$ cat config.mk
export PLATFORM = sky130hd
export DESIGN_NAME = unidade_de_controle_multiciclo
export DESIGN_NICKNAME = d
export VERILOG_FILES = /design/src/rtl/unidade_de_controle_multiciclo.sv
export SDC_FILE = /design/constraint.sdc
export NUM_CORES = 1
export LEC_CHECK = 0
export CORE_MARGIN = 5
export CORE_UTILIZATION = 51
export DETAILED_ROUTE_END_ITERATION = 6
export PLACE_DENSITY = 0.85
export SLEW_MARGIN = 20
export SYNTH_ARGS = -nofsm -noshare
export SYNTH_HDL_FRONTEND = slang
export SYNTH_SLANG_ARGS = --single-unit
export TNS_END_PERCENT = 100
$ cat constraint.sdc
create_clock -name clk -period 3.55 [get_ports clk]
set_clock_uncertainty 0.2 [all_clocks]
set_input_delay 0.71 -clock clk [delete_from_list [all_inputs] [get_ports clk]]
set_output_delay 0.71 -clock clk [all_outputs]
set_load 0.02 [all_outputs]
$ cat src/rtl/unidade_de_controle_multiciclo.sv
// Multicycle phase sequencer for the iZero core: FETCH/DECODE/EXEC/MEM/WB with req/ack waits,
// fixed-priority masked interrupts at instruction boundaries, kernel/user mode and a sticky memory timeout.
module unidade_de_controle_multiciclo #(
    parameter int OP_W    = 6,
    parameter int FUNC_W  = 6,
    parameter int N_IRQ   = 4,
    parameter int TMO_W   = 8,
    parameter int TMO_MAX = 200,
    localparam int ID_W   = (N_IRQ > 1) ? $clog2(N_IRQ) : 1
) (
    input  logic              clk,
    input  logic              rst,
    input  logic [OP_W-1:0]   op,
    input  logic [FUNC_W-1:0] func,
    input  logic              im_ack,
    input  logic              mem_ack,
    input  logic              in_valid,
    input  logic [N_IRQ-1:0]  irq,
    input  logic [N_IRQ-1:0]  irq_mask,
    output logic              im_req,
    output logic              ir_write,
    output logic              pc_write,
    output logic              pc_vec,
    output logic              reg_write,
    output logic              mem_req,
    output logic              mem_we,
    output logic              inta,
    output logic [ID_W-1:0]   irq_id,
    output logic              user_mode,
    output logic              halted,
    output logic              fault,
    output logic [2:0]        phase
);
    typedef enum logic [2:0] {
        S_FETCH = 3'd0, S_DECODE = 3'd1, S_EXEC = 3'd2, S_MEM = 3'd3,
        S_WB = 3'd4, S_WAIT_IN = 3'd5, S_INTR = 3'd6, S_HALT = 3'd7
    } state_t;

    typedef enum logic [2:0] {
        CL_NOP, CL_ALU, CL_LOAD, CL_STORE, CL_IN, CL_JUMP, CL_HALT
    } cls_t;

    state_t           state, nxt;
    cls_t             cls, cls_dec;
    logic             ie;
    logic [TMO_W-1:0] cnt, cnt_nxt;
    logic [ID_W-1:0]  pri;
    logic             pend, done, fault_set, to_user, to_kernel;

    always_comb begin
        cls_dec = CL_NOP;
        if (op == '0)
            cls_dec = (func == FUNC_W'('h12)) ? CL_JUMP : CL_ALU;
        else if ((op >= OP_W'('h01) && op <= OP_W'('h0E)) || op == OP_W'('h10) || op == OP_W'('h11))
            cls_dec = CL_ALU;
        else if (op == OP_W'('h0F) || op == OP_W'('h16))
            cls_dec = CL_LOAD;
        else if (op == OP_W'('h12) || op == OP_W'('h17))
            cls_dec = CL_STORE;
        else if (op == OP_W'('h13))
            cls_dec = CL_IN;
        else if ((op >= OP_W'('h3C) && op <= OP_W'('h3E)) || op == OP_W'('h1F) ||
                 op == OP_W'('h20) || op == OP_W'('h21) || op == OP_W'('h15))
            cls_dec = CL_JUMP;
        else if (op == OP_W'('h3F))
            cls_dec = CL_HALT;
    end

    // Lowest-index enabled line wins.
    always_comb begin
        pri = '0;
        for (int i = N_IRQ - 1; i >= 0; i--)
            if (irq[i] && irq_mask[i]) pri = ID_W'(i);
    end

    assign pend   = ie && |(irq & irq_mask);
    assign phase  = state;
    assign halted = (state == S_HALT);

    always_comb begin
        nxt       = state;
        im_req    = 1'b0;
        ir_write  = 1'b0;
        pc_write  = 1'b0;
        pc_vec    = 1'b0;
        reg_write = 1'b0;
        mem_req   = 1'b0;
        mem_we    = 1'b0;
        inta      = 1'b0;
        done      = 1'b0;
        fault_set = 1'b0;
        to_user   = 1'b0;
        to_kernel = 1'b0;
        cnt_nxt   = cnt;
        case (state)
            // Gated by rst so the fetch strobes drop the instant reset asserts.
            S_FETCH: begin
                im_req = rst;
                if (im_ack && rst) begin
                    ir_write = 1'b1;
                    pc_write = 1'b1;
                    nxt      = S_DECODE;
                end
            end
            S_DECODE: nxt = (cls_dec == CL_HALT) ? S_HALT : S_EXEC;
            S_EXEC: begin
                case (cls)
                    CL_ALU:            nxt = S_WB;
                    CL_LOAD, CL_STORE: nxt = S_MEM;
                    CL_IN:             nxt = S_WAIT_IN;
                    CL_JUMP: begin
                        pc_write  = 1'b1;
                        to_kernel = (op == OP_W'('h1F));
                        to_user   = (op == OP_W'('h20)) || (op == OP_W'('h21));
                        if (op == OP_W'('h3E)) nxt = S_WB;
                        else                   done = 1'b1;
                    end
                    default:           done = 1'b1;
                endcase
            end
            S_MEM: begin
                mem_req = 1'b1;
                mem_we  = (cls == CL_STORE);
                if (mem_ack) begin
                    cnt_nxt = '0;
                    if (cls == CL_LOAD) nxt = S_WB;
                    else                done = 1'b1;
                end else if (cnt == TMO_W'(TMO_MAX - 1)) begin
                    cnt_nxt   = '0;
                    fault_set = 1'b1;
                    nxt       = S_HALT;
                end else begin
                    cnt_nxt = cnt + 1'b1;
                end
            end
            S_WAIT_IN: if (in_valid) nxt = S_WB;
            S_WB: begin
                reg_write = 1'b1;
                done      = 1'b1;
            end
            S_INTR: begin
                inta      = 1'b1;
                pc_write  = 1'b1;
                pc_vec    = 1'b1;
                to_kernel = 1'b1;
                nxt       = S_FETCH;
            end
            S_HALT:  nxt = S_HALT;
            default: nxt = S_FETCH;
        endcase
        if (done) nxt = pend ? S_INTR : S_FETCH;
    end

    always_ff @(posedge clk or negedge rst) begin
        if (!rst) begin
            state     <= S_FETCH;
            cls       <= CL_NOP;
            ie        <= 1'b0;
            user_mode <= 1'b0;
            irq_id    <= '0;
            fault     <= 1'b0;
            cnt       <= '0;
        end else begin
            state <= nxt;
            cnt   <= cnt_nxt;
            if (state == S_DECODE) cls <= cls_dec;
            if (fault_set) fault <= 1'b1;
            if (to_user) begin
                user_mode <= 1'b1;
                ie        <= 1'b1;
            end
            if (to_kernel) user_mode <= 1'b0;
            if (state == S_INTR) ie <= 1'b0;
            if (done && pend) irq_id <= pri;
        end
    end
endmodule
==> git commit body <==
Refresh implementation metrics

- The finished layout holds 239 standard cells, fillers aside.
- In this run the deepest clock path goes through 2 buffers.
- The first detailed-routing pass took 5 iterations.
- Post-route cell area: 1830 um2
* Worst hold-check path type: reg -> reg
* Post-synthesis register bit count: 19
* Min-delay src: fault$_DFFE_PN0P_
* Cell area reported after detailed placement: 1800 um2
- The register with the most flip-flops in the layout has 8 of them.
- Critical Path Start Type: flip-flop
- Antenna violations before repair: 0
* Critical path startpoint: phase[2]$_DFFE_PN0P_
* Cell Area, Synth: 1400 um2
- In the final layout, the share of cells above drive strength 1 is 0.0673.
- Looking at the setup timing report, the critical path kind is reg -> out.
* Tool Warnings: 26
* Reported max-cap violation count: 0
- Detailed placement finished with a half-perimeter wire length of 2.85 mm.
- Post-synthesis compound-gate area fraction: 0.261
* Hold slack: 305 ps
- Number of slew-limit violations in the final report: 0
- The clock period could shrink to 3180 ps.
* Adder-Cell Fraction of Synth Area: 0.00893
- Utilization of the core after routing: 0.681
- WHS Path Cells: 1
- Number of setup violations in the final report: 0
- Global route total overflow: 0
- Data arrival at the endpoint of the critical path: 2270 ps
- The via count of the first global-routing pass came to 1397.
* WP depth: 3
* XOR/XNOR share of the synthesized area: 0.0188
- Slack of the worst reg-to-reg path: 1000 ps
- The transition time recorded at the tightest slew-check pin is 556 ps.
- OpenSTA lists the critical path endpoint as mem_we.
* Area occupied by multi-input gates: 836 um2
- Required time of the worst setup path: 2640 ps
- Routed via count divided by cell count: 6.23
- STA classifies the critical path endpoint as an output pin.
* Post-placement setup slack: 427 ps
- Die area: 3900 um2
- Entering global routing, the biggest net connects 21 pins.
- Counting the fill cells in the layout gives 235.
- The run finished with clean final reports.
==> power by group <==
group	total (W)	switching, W	internal (W)
Clock	0.000111	0.0000688	0.0000420
Combinational	0.000661	0.000364	0.000297
Sequential	0.000426	0.000120	0.000306
==> synthesized netlist by cell type (2+ instances only) <==
cell type | n | area, um2
nand2_1 | 24 | 90.1
dfrtp_1 | 19 | 475
o21ai_0 | 17 | 85.1
nor2_1 | 12 | 45.0
clkbuf_1 | 11 | 41.3
inv_1 | 8 | 30.0
a21oi_1 | 6 | 30.0
nand2b_1 | 6 | 37.5
a31oi_1 | 5 | 31.3
and3_1 | 5 | 31.3
nand4_1 | 5 | 31.3
nor4b_1 | 4 | 35.0
a311o_1 | 3 | 30.0
and2_1 | 3 | 18.8
nand3b_1 | 3 | 22.5
nor3_1 | 3 | 15.0
o31ai_1 | 3 | 22.5
a32oi_1 | 2 | 17.5
nor3b_1 | 2 | 15.0
o21a_1 | 2 | 15.0
xnor2_1 | 2 | 17.5
==> cell usage in the layout, fill, tap and decap left out, drive strengths merged, types with 2 or more instances in the layout <==
master / n
or4b: 2
o31ai: 3
and2: 3
nor2: 12
clkbuf: 3
a21oi: 6
buf: 3
and3: 6
nand4: 5
a311o: 3
nand3b: 3
o21a: 2
nand2b: 6
clkdlybuf4s50: 40
inv: 8
nand2: 24
a31oi: 5
xnor2: 2
o21ai: 17
nor3: 3
nor3b: 2
dfrtp: 19
a32oi: 2
nor4b: 4
==> cell type report <==
class,count,area share
multi-input combinational,134,0.457
sequential,19,0.260
clock inverter,1,0.00273
clock buffer,3,0.0123
tap,31,0.0212
timing repair buffer,43,0.231
inverter,8,0.0164
==> layer usage <==
metal / part of all wire / wire [um]
met5: 0 / 0
met3: 0.058 / 221
met4: 0.0056 / 21
met2: 0.52 / 1960
met1: 0.42 / 1580
### Track usage over the die

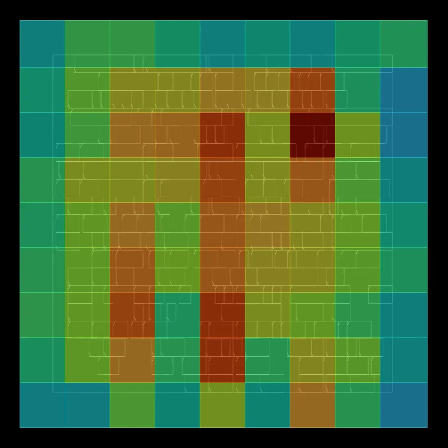
met2 global-route usage: 0.342
global-route track usage on met3: 0.0306
routed wire length per instance: 15.8 um
All-Layer GR Usage: 0.192
most used routing layer: met2

### Metal 2

(8 px per um)
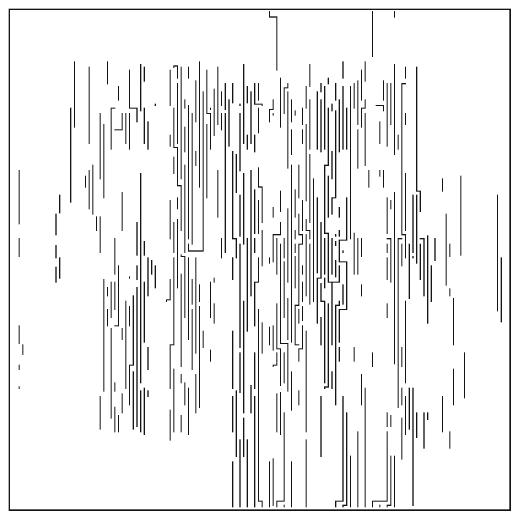
longest straight run	26.2 um
main direction	vertical
wire length on this layer	1960 um

### Metal 1

(6 px per um) Cells faint in the background.
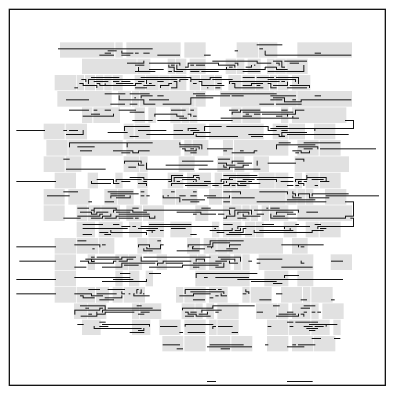
nets with wire on the layer	214
share of all routed wire	42%
wire length on this layer	1580 um
longest straight run	17.5 um
main direction	horizontal

### Ports around the boundary

(8 px per um) Pins as bars across the die edge, other pins in grey.
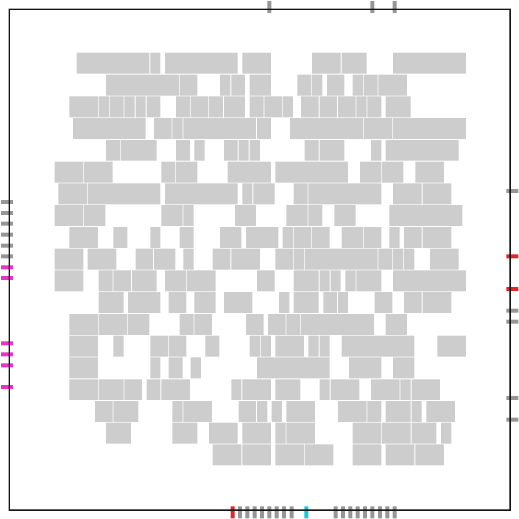
port	colour	pins	direction	edge
phase	red	3	output	2 right, 1 bottom
op	magenta	6	input	left
halted	cyan	1	output	bottom
all pins by edge	19 bottom, 12 left, 7 right, 3 top
horizontal die dimension: 62.4 um
number of I/O port buffers: 40
DIE HEIGHT: 62.4 um

### Signal wires on met3

(4 px per um) Cells faint in the background.
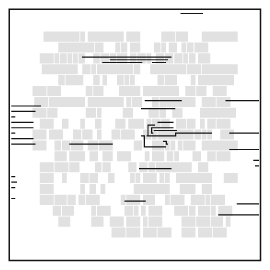
share of all routed wire	5.9%
wire length on this layer	221 um
main direction	horizontal
wire length reported by the detailed router: 3.78 mm
total via count in the routed design: 1489

Power and IR drop assume default switching activity.
